Run 1, wiring by layer:
Only two layers are drawn.
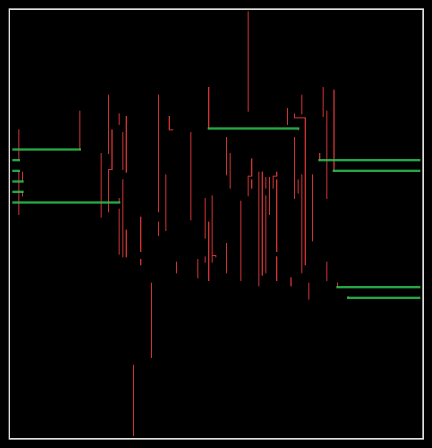
Run 1, clock distribution:
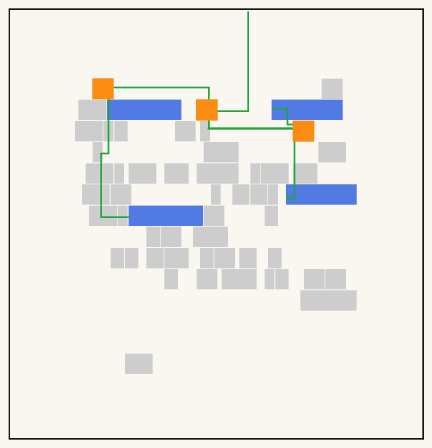
Run 1, ports around the boundary:
Pins as bars across the die edge, other pins in gray.
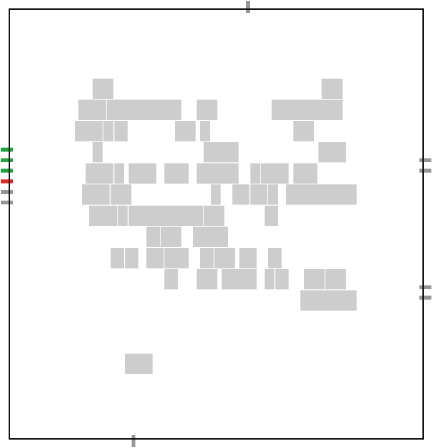
### src/rtl/param_updown_counter.sv
// -----------------------------------------------------------------------------
// param_updown_counter
//
// Modulo-MODULUS up/down counter with a synchronous clamped parallel load and
// a registered terminal-count pulse.
//
// Parameters
//   WIDTH    counter width in bits
//   MODULUS  count sequence length, 2 <= MODULUS <= 2**WIDTH
//
// Ports
//   clk    in   1      clock, all state updates on rising edge
//   rst_n  in   1      asynchronous active-low reset (q=0, tc=0)
//   en     in   1      count enable
//   up     in   1      direction: 1 = up, 0 = down
//   load   in   1      synchronous load request, takes priority over en
//   d      in   WIDTH  load value, clamped to MODULUS-1
//   q      out  WIDTH  registered count value
//   tc     out  1      registered terminal-count pulse
//
// Build option
//   UPDOWN_COUNTER_SAT_EN  when defined, the counter saturates at 0 and
//                          MODULUS-1 instead of wrapping; tc then flags an
//                          enabled edge whose step was blocked at a bound.
// -----------------------------------------------------------------------------
module param_updown_counter #(
    parameter int WIDTH   = 3,
    parameter int MODULUS = 8
) (
    input  logic             clk,
    input  logic             rst_n,
    input  logic             en,
    input  logic             up,
    input  logic             load,
    input  logic [WIDTH-1:0] d,
    output logic [WIDTH-1:0] q,
    output logic             tc
);

    localparam logic [WIDTH-1:0] MAX_VAL = WIDTH'(MODULUS - 1);

    logic [WIDTH-1:0] q_next;
    logic             tc_next;

    always_comb begin
        q_next  = q;
        tc_next = 1'b0;
        if (load) begin
            // Loads never raise tc, even when the loaded value is a bound.
            q_next = (d > MAX_VAL) ? MAX_VAL : d;
        end else if (en) begin
            if (up) begin
                // >= rather than == keeps q in range even if it were ever corrupted.
                if (q >= MAX_VAL) begin
`ifdef UPDOWN_COUNTER_SAT_EN
                    q_next = MAX_VAL;
`else
                    q_next = '0;
`endif
                    tc_next = 1'b1;
                end else begin
                    q_next = q + 1'b1;
                end
            end else begin
                if (q == '0) begin
`ifdef UPDOWN_COUNTER_SAT_EN
                    q_next = '0;
`else
                    q_next = MAX_VAL;
`endif
                    tc_next = 1'b1;
                end else if (q > MAX_VAL) begin
                    q_next = MAX_VAL;
                end else begin
                    q_next = q - 1'b1;
                end
            end
        end
    end

    always_ff @(posedge clk or negedge rst_n) begin
        if (!rst_n) begin
            q  <= '0;
            tc <= 1'b0;
        end else begin
            q  <= q_next;
            tc <= tc_next;
        end
    end

endmodule
### config.mk
export PLATFORM = sky130hd
export DESIGN_NAME = param_updown_counter
export DESIGN_NICKNAME = d
export VERILOG_FILES = /design/src/rtl/param_updown_counter.sv
export SDC_FILE = /design/constraint.sdc
export NUM_CORES = 1
export LEC_CHECK = 0
export CORE_AREA = 8 8 45 47
export DETAILED_ROUTE_END_ITERATION = 8
export DIE_AREA = 0 0 53 55
export PLACE_DENSITY_LB_ADDON = 0.2
export SLEW_MARGIN = 40
export SYNTH_ARGS = -nofsm -noshare
export SYNTH_HDL_FRONTEND = slang
export SYNTH_SLANG_ARGS = --single-unit
### constraint.sdc
create_clock -name clk -period 1.6 [get_ports clk]
set_input_delay 0.24 -clock clk [delete_from_list [all_inputs] [get_ports clk]]
set_output_delay 0.24 -clock clk [all_outputs]
set_load 0.05 [all_outputs]
==> GITHUB_STEP_SUMMARY, run 1 <==
### Flow metrics

| Metric | Value |
|---|---|
| Met3 GRT Util | 0.0508 |
| Clk slew on worst S/H paths | 0.04 ns |
| Latency at later pin | 0.24 ns |
| Syn Std Cell Area | 319 sq um |
| Dpl cell area | 479 sq um |
| Sequential power | 129 uW |
| GR Util met1 | 0.0885 |
| Top Family by Delay on Critical Path | AND-OR/OR-AND gates |
| H-tree depth | 1 |
| Non-clk bufs | 14 |
| CP required | 1.72 ns |
| Yosys Chip Area | 319 sq um |
| Cell depth of the worst flop-to-flop path | 5 |
| N_diodes | 0 |
| #MultiIn Comb | 28 |
| Biggest register | q |
| Global-route met2 utilization | 0.0938 |
| Final instance area | 505 sq um |
| Critical-path maximum fanout | 5 |
| Seq area share | 0.203 |
| Data arrival, critical path | 1.66 ns |
| Post_cts resized | 0 |
| Number of synthesized flops with an enable pin | 0 |
| Antenna violations before repair | 0 |
| Sequential share of power | 0.273 |
| Tapcell Cnt | 16 |
| GR peak layer | met2 |
| Status | complete, no violations |
| Final WS setup | 0.0580 ns |
| Worst r2r src | q[0] |
| Syn_nets | 49 |
| Antenna viol nets, final | 0 |
| DRC viols | 0 |
| Fin util | 0.365 |
| Net switching power | 166 uW |
| WHS | 0.217 ns |
| CTS Hold Bufs | 0 |
| Post-synth ARST share | 1.00 |
| Adder Area Share | 0.157 |
| CP Launch Type | flip-flop |
| Post-CTS Setup Repair Bufs | 0 |
| Core ar. | 1380 sq um |
| Site Rows | 14 |
About 'wiring by layer':
color	layer	wire length
green	metal 3	80.7 microns
red	metal 2	357 microns

About 'clock distribution':
[blue] flip-flops | count: 4
[orange] clock drivers | count: 3
[green] clock wires | length: 85.9 microns
routed clock nets	4

About 'ports around the boundary':
color	port	pins	direction	edge
red	en	1	input	left
green	d	3	input	left

==> run 2, diff against run 1 <==
--- a/config.mk
+++ b/config.mk
@@ -6,6 +6,7 @@
 export NUM_CORES = 1
 export LEC_CHECK = 0
 export CORE_AREA = 8 8 45 47
+export CTS_CLUSTER_SIZE = 14
 export DETAILED_ROUTE_END_ITERATION = 8
 export DIE_AREA = 0 0 53 55
 export PLACE_DENSITY_LB_ADDON = 0.2
==> constraint.sdc (replaced) <==
create_clock -name clk -period 1.3 [get_ports clk]
set_input_delay 0.195 -clock clk [delete_from_list [all_inputs] [get_ports clk]]
set_output_delay 0.195 -clock clk [all_outputs]
set_load 0.05 [all_outputs]
==> run 2 against run 1 <==
The run now ends with setup timing left. Worst hold slack got worse by 0.051 ns. Sequential power increased by 23%. Synthesized cell count stayed put. Fmax up 0.95%. Combinational power up 84%. Final area rose by 30%. Cell count is 11% higher. Count of clock-buffer cells in the layout is 1 lower. Area after synthesis stayed put. Flip-flop count unchanged. Clock skew fell by 0.0012 ns. Critical endpoint unchanged. Highest routed layer unchanged.
==> GITHUB_STEP_SUMMARY, run 2 <==
### Flow metrics

| Metric | Value |
|---|---|
| Status | finished with violations |
| Failing checks | setup timing |
| Clk slew on worst S/H paths | 0.04 ns (about the same) |
| Sequential share of power | 0.233 (-0.040) |
| Pre-CTS setup slack | -0.228 ns |
| Highest routed metal layer | met3 |
| Global-route wire length before repair | 1490 microns |
| DRC viols | 0 (unchanged) |
| CP Launch Type | flip-flop |
| Met3 GRT Util | 0.0107 (-0.0401) |
| Critical-path maximum fanout | 3 (-2) |
| Via/cell ratio | 4.58 |
| Top Family by Delay on Critical Path | AND-OR/OR-AND gates |
| Post-CTS Setup Repair Bufs | 4 (+4) |
| Latency at later pin | 0.23 ns (about the same) |
| N_diodes | 0 (unchanged) |
| Dpl cell area | 562 sq um (+17%) |
| GR Util met1 | 0.0720 (-0.0166) |
| Seq area share | 0.156 (-0.0465) |
| Data arrival, critical path | 1.65 ns (about the same) |
| H-tree depth | 1 (unchanged) |
| CP required | 1.42 ns (-0.30 ns) |
| Fin util | 0.474 (+0.108) |
| Number of setup violations in the final report | 3 |
| GR peak layer | met2 |
| Final WS setup | -0.228 ns (-0.286 ns) |
| Biggest register | q |
| WHS | 0.166 ns (-0.0512 ns) |
| Syn_nets | 49 (unchanged) |
| Yosys Chip Area | 319 sq um (unchanged) |
| Syn Std Cell Area | 319 sq um (unchanged) |
| Global-route met2 utilization | 0.125 (+0.0313) |
| CTS Hold Bufs | 0 (unchanged) |
| Cell depth of the worst flop-to-flop path | 5 (unchanged) |
| Site Rows | 14 (unchanged) |
| Post_cts resized | 9 (+9) |
| Post-synth ARST share | 1.00 (unchanged) |
| Net switching power | 232 uW (+40%) |
| Antenna violations before repair | 0 (unchanged) |
| Core ar. | 1380 sq um (unchanged) |
| Worst path depth | 5 |
| Non-clk bufs | 23 (+9) |
Run 2, wiring by layer:
Only two layers are drawn.
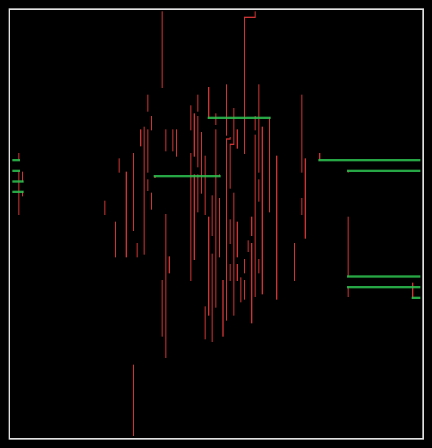
color	layer	wire length
red	metal 2	505 microns
green	metal 3	60.8 microns

==> run 3, diff against run 2 <==
--- a/config.mk
+++ b/config.mk
@@ -5,10 +5,10 @@
 export SDC_FILE = /design/constraint.sdc
 export NUM_CORES = 1
 export LEC_CHECK = 0
-export CORE_AREA = 8 8 45 47
+export CORE_AREA = 2 2 39 41
 export CTS_CLUSTER_SIZE = 14
 export DETAILED_ROUTE_END_ITERATION = 8
-export DIE_AREA = 0 0 53 55
+export DIE_AREA = 0 0 41 43
 export PLACE_DENSITY_LB_ADDON = 0.2
 export SLEW_MARGIN = 40
 export SYNTH_ARGS = -nofsm -noshare
Run 3, ports around the boundary:
Pins as bars across the die edge, other pins in gray.
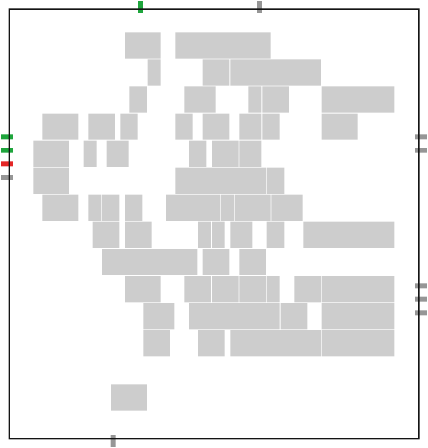
color	port	pins	direction	edge
green	d	3	input	2 left, 1 top
red	en	1	input	left
all pins by edge	5 right, 4 left, 2 top, 1 bottom

==> run 3 against run 2 <==
The flow still finishes with violations (setup timing). Routed wire length fell by 18%. Clock skew increased by 0.0029 ns. Die area decreased by 40%. Synthesized cell count is the same. Utilization is 1.9 points lower. Via count is 3.0% lower. Clock power about the same. Sequential power barely moved. Flip-flop count is the same. Critical endpoint unchanged. Highest routed layer is now met4.
==> GITHUB_STEP_SUMMARY, run 3 <==
### Flow metrics

| Metric | Value |
|---|---|
| Post_cts resized | 3 (-6) |
| Post-CTS Setup Repair Bufs | 0 (-4) |
| Highest routed metal layer | met4 |
| Net switching power | 223 uW (-3.8%) |
| Critical-path maximum fanout | 2 (-1) |
| Failing checks | setup timing |
| Core ar. | 1380 sq um (unchanged) |
| Top cell type by total area after synthesis | dfrtp_1 |
| Global-route wire length before repair | 1280 microns (-14%) |
| Status | finished with violations |
| Dpl cell area | 569 sq um (+1.3%) |
| Syn Std Cell Area | 319 sq um (unchanged) |
| Nets | 75 |
| Yosys Chip Area | 319 sq um (unchanged) |
| Latency at later pin | 0.24 ns (about the same) |
| Fraction of layout cells with a size suffix above 1 | 0.443 |
| Global-route met2 utilization | 0.156 (+0.0313) |
| N_diodes | 0 (unchanged) |
| Fin util | 0.455 (-0.0190) |
| Top Layout Cells | buf_4, clkdlybuf4s50_1, a21oi_1 |
| Total power | 656 uW |
| DRC viols | 0 (unchanged) |
| Final WS setup | -0.194 ns (+0.0336 ns) |
| CP required | 1.42 ns (about the same) |
| CTS Hold Bufs | 0 (unchanged) |
| Site Rows | 14 (unchanged) |
| Via/cell ratio | 4.56 (-0.52%) |
| Initial DRC Count | 5 |
| WHS | 0.171 ns (+0.00506 ns) |
| Clk slew on worst S/H paths | 0.04 ns (about the same) |
| Sequential share of power | 0.239 (+0.006) |
| Data arrival, critical path | 1.62 ns (-0.03 ns) |
| Met3 GRT Util | 0.0157 (+0.00501) |
| CP Launch Type | flip-flop |
| Biggest register | q |
| Seq area share | 0.163 (+0.00653) |
| Cell depth of the worst flop-to-flop path | 5 (unchanged) |
| Chip Area | 1760 sq um |
| Top Family by Delay on Critical Path | AND-OR/OR-AND gates |
| Max VDD drop | 0.000434 V |
| Non-clk bufs | 21 (-8.7%) |
| Number of setup violations in the final report | 2 (-1) |
| YS warnings | 0 |
| GR Util met1 | 0.146 (+0.0737) |
| Pre-CTS setup slack | -0.206 ns (+0.0222 ns) |
| GR peak layer | met2 |
| Syn_nets | 49 (unchanged) |
| Worst path depth | 5 (unchanged) |
Power is estimated from default activity; no workload was simulated.
